wire_density.png
Scale: 3 px per um. The die is cut into 22 by 22 equal tiles; white is low, dark blue is high, scaled to the fullest tile. Values are wire area over tile area, all layers added.
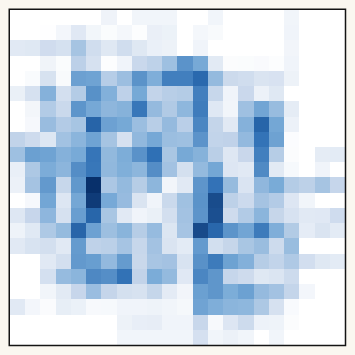
final_congestion.png
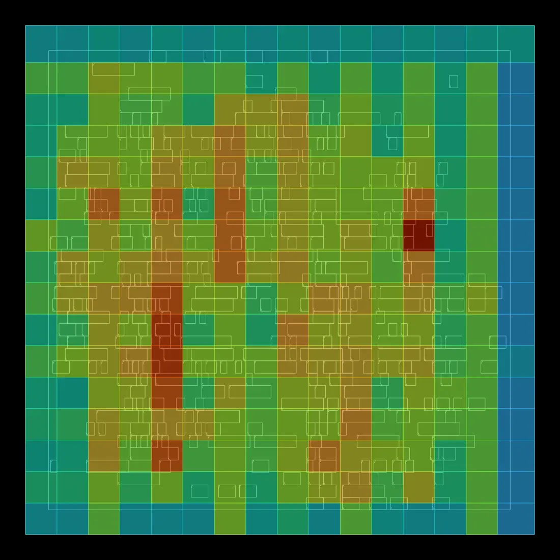
[src/rtl/bin_to_bcd_seq_if.sv]
// Start/done handshake and result bus between the result register and the
// binary-to-BCD converter.
interface bin_to_bcd_seq_if #(
  parameter int BIN_W  = 12,
  parameter int DIGITS = 4
);
  logic                  start;
  logic [BIN_W-1:0]      bin_in;
  logic                  busy;
  logic                  done;
  logic [4*DIGITS-1:0]   bcd_out;
  logic [DIGITS-1:0]     lz_mask;
  logic                  overflow;

  modport master (
    output start, bin_in,
    input  busy, done, bcd_out, lz_mask, overflow
  );

  modport slave (
    input  start, bin_in,
    output busy, done, bcd_out, lz_mask, overflow
  );
endinterface

[src/rtl/bin_to_bcd_seq.sv]
// Sequential double-dabble binary-to-BCD converter, one input bit per clock,
// with overflow saturation and a leading-zero mask for display blanking.

// One BCD digit of the add-3 correction stage.
module bcd_add3_cell (
  input  logic [3:0] d,
  output logic [3:0] q
);
  assign q = (d >= 4'd5) ? 4'(d + 4'd3) : d;
endmodule

module bin_to_bcd_seq #(
  parameter int BIN_W  = 12,
  parameter int DIGITS = 4
) (
  input  logic            clk,
  input  logic            rst_n,
  bin_to_bcd_seq_if.slave bus
);
  // Scratch always carries at least one digit above DIGITS so any value that
  // does not fit shows up as a nonzero upper digit.
  localparam int NEED = (BIN_W + 2) / 3;
  localparam int SDIG = ((NEED > DIGITS) ? NEED : DIGITS) + 1;
  localparam int SW   = 4 * SDIG;
  localparam int OW   = 4 * DIGITS;
  localparam int CW   = $clog2(BIN_W + 1);

  typedef enum logic [1:0] {IDLE, SHIFT, DONE} state_t;

  state_t            state;
  logic [SW-1:0]     scr;
  logic [SW-1:0]     scr_adj;
  logic [SW-1:0]     scr_nxt;
  logic [BIN_W-1:0]  bin_sr;
  logic [CW-1:0]     cnt;

  logic              busy_q;
  logic              done_q;
  logic [OW-1:0]     bcd_q;
  logic [DIGITS-1:0] lz_q;
  logic              ovf_q;

  logic              ovf_nxt;
  logic [OW-1:0]     bcd_nxt;
  logic [DIGITS-1:0] lz_nxt;

  genvar g;
  generate
    for (g = 0; g < SDIG; g++) begin : g_dig
      bcd_add3_cell u_cell (
        .d(scr[4*g +: 4]),
        .q(scr_adj[4*g +: 4])
      );
    end
  endgenerate

  assign scr_nxt = {scr_adj[SW-2:0], bin_sr[BIN_W-1]};

  // Results are taken from the scratch value produced by the final step.
  assign ovf_nxt = |scr_nxt[SW-1:OW];
  assign bcd_nxt = ovf_nxt ? {DIGITS{4'h9}} : scr_nxt[OW-1:0];

  assign lz_nxt[0] = 1'b0;
  generate
    for (g = 1; g < DIGITS; g++) begin : g_lz
      assign lz_nxt[g] = ~|bcd_nxt[OW-1:4*g];
    end
  endgenerate

  always_ff @(posedge clk or negedge rst_n) begin
    if (!rst_n) begin
      state  <= IDLE;
      scr    <= '0;
      bin_sr <= '0;
      cnt    <= '0;
      busy_q <= 1'b0;
      done_q <= 1'b0;
      bcd_q  <= '0;
      lz_q   <= '0;
      ovf_q  <= 1'b0;
    end else begin
      case (state)
        IDLE: begin
          done_q <= 1'b0;
          if (bus.start) begin
            bin_sr <= bus.bin_in;
            scr    <= '0;
            cnt    <= CW'(BIN_W);
            busy_q <= 1'b1;
            state  <= SHIFT;
          end
        end
        SHIFT: begin
          scr    <= scr_nxt;
          bin_sr <= bin_sr << 1;
          cnt    <= cnt - CW'(1);
          if (cnt == CW'(1)) begin
            busy_q <= 1'b0;
            done_q <= 1'b1;
            bcd_q  <= bcd_nxt;
            lz_q   <= lz_nxt;
            ovf_q  <= ovf_nxt;
            state  <= DONE;
          end
        end
        DONE: begin
          done_q <= 1'b0;
          state  <= IDLE;
        end
        default: begin
          busy_q <= 1'b0;
          done_q <= 1'b0;
          state  <= IDLE;
        end
      endcase
    end
  end

  assign bus.busy     = busy_q;
  assign bus.done     = done_q;
  assign bus.bcd_out  = bcd_q;
  assign bus.lz_mask  = lz_q;
  assign bus.overflow = ovf_q;
endmodule

[src/flat_wrapper.sv]
// flat-port wrapper written by rule: the top's interface ports become plain ports
module bin_to_bcd_seq_flat 
#(
  parameter int BIN_W  = 12,
  parameter int DIGITS = 4
)
  (clk, rst_n, bus_start, bus_bin_in, bus_busy, bus_done, bus_bcd_out, bus_lz_mask, bus_overflow);
  bin_to_bcd_seq_if #(.BIN_W(BIN_W), .DIGITS(DIGITS)) bus_i ();
  input  logic clk;
  input  logic rst_n;
  input wire logic [$bits(bus_i.start)-1:0] bus_start;
  input wire logic [$bits(bus_i.bin_in)-1:0] bus_bin_in;
  output wire logic [$bits(bus_i.busy)-1:0] bus_busy;
  output wire logic [$bits(bus_i.done)-1:0] bus_done;
  output wire logic [$bits(bus_i.bcd_out)-1:0] bus_bcd_out;
  output wire logic [$bits(bus_i.lz_mask)-1:0] bus_lz_mask;
  output wire logic [$bits(bus_i.overflow)-1:0] bus_overflow;
  assign bus_i.start = bus_start;
  assign bus_i.bin_in = bus_bin_in;
  assign bus_busy = bus_i.busy;
  assign bus_done = bus_i.done;
  assign bus_bcd_out = bus_i.bcd_out;
  assign bus_lz_mask = bus_i.lz_mask;
  assign bus_overflow = bus_i.overflow;
  bin_to_bcd_seq #(.BIN_W(BIN_W), .DIGITS(DIGITS)) u_core (.clk(clk), .rst_n(rst_n), .bus(bus_i));
endmodule
[config.mk]
export PLATFORM = sky130hd
export DESIGN_NAME = bin_to_bcd_seq_flat
export DESIGN_NICKNAME = d
export VERILOG_FILES = /design/src/rtl/bin_to_bcd_seq_if.sv /design/src/rtl/bin_to_bcd_seq.sv /design/src/flat_wrapper.sv
export SDC_FILE = /design/constraint.sdc
export NUM_CORES = 1
export LEC_CHECK = 0
export CAP_MARGIN = 20
export CELL_PAD_IN_SITES_DETAIL_PLACEMENT = 1
export CELL_PAD_IN_SITES_GLOBAL_PLACEMENT = 2
export CORE_MARGIN = 5
export CORE_UTILIZATION = 30
export CTS_CLUSTER_DIAMETER = 200
export DETAILED_ROUTE_END_ITERATION = 8
export PLACE_DENSITY = 0.76
export SLEW_MARGIN = 10
export SYNTH_ARGS = -nofsm -noshare
export SYNTH_HDL_FRONTEND = slang
export SYNTH_SLANG_ARGS = --single-unit
[constraint.sdc]
create_clock -name clk -period 4.2 [get_ports clk]
set_input_delay 0.63 -clock clk [delete_from_list [all_inputs] [get_ports clk]]
set_output_delay 0.63 -clock clk [all_outputs]
set_load 0.005 [all_outputs]
==> metrics.yaml <==
ff_type: "dfrtp_1"
hold_class: "primary input to async pin"
worst_setup_path_end_kind: "flip-flop"
die_y_um: 112
p_seq_frac: 0.375
final_common_cell: "dfrtp_1"
slowest_stage: "dfrtp_1"
status: "finished, final reports clean"
clk_latency_ps: 330
top_layer_used: "met4"
ff2ff_path_depth: 7
yosys_register_bits: 60
most_common_cell: "dfrtp_1"
hold_viol: 0
fp_util: 0.304
mostFrequentLayoutCells: "dfrtp_1 (60), o21ai_0 (46), nand2_1 (40), clkdlybuf4s50_1 (35), a21oi_1 (25)"
grt_setup_unrepaired: "false"
cts_buffer_depth: 2
portBuffers: 36
tool_warnings: 32
grt_pass1_wl_mm: 13.7
cp.required_ps: 4420
wl_met3_um: 259
first_global_vias: 2724
max_stage_delay_ps: 390
dp_hpwl_mm: 5.53
m1WireLength_mm: 3.76
cp_top_family: "simple AND/OR/NAND/NOR gates"
drv_slew: 0
powerDensity_nw_per_um2: 774
power_w: 0.00290
largest-register: "u_core.scr"
num_vias: 2453
combGateArea_um2: 1460
drtAntennaViolNets: 0
viasPerCell: 4.95
largest_reg_flops: 20
power_frac_comb: 0.451
fp-row-count: 37
critPathBufInv: 2
Back to the opening pictures, wire_density.png:
The mean over all tiles is 0.098. 16% of the tiles are over half the peak. The fullest tile reaches 0.41.

Back to the opening pictures, final_congestion.png:
met3 usage: 0.0364
WL/cell: 16.0 um
GR Util met1: 0.176

[power groups by stage]
stage	Clock [W]	Combinational (W)	Sequential [W]
2_1_floorplan	0	0.000951	0.000994
3_3_place_gp	0	0.00129	0.00109
3_5_place_dp	0	0.00133	0.00110
4_1_cts	0.000519	0.00134	0.00109
5_1_grt	0.000551	0.00150	0.00113
6_report	0.000504	0.00131	0.00109
[logic make-up after synthesis]
logic type,after synthesis,share of synthesized area
mux,8,0.0275
buf+inv,31,0.0449
flops,60,0.485
simple gates,105,0.178
compound gates,102,0.204
other cells,1,0.00121
xor+xnor,4,0.0113
fa+ha+maj,12,0.0485
[routing by layer]
metal  up-vias  global-route usage
met4         0              0.0470
met3        13              0.0364
met1      1218               0.176
met5         -                   0
met2        36               0.223
li1       1186                   -
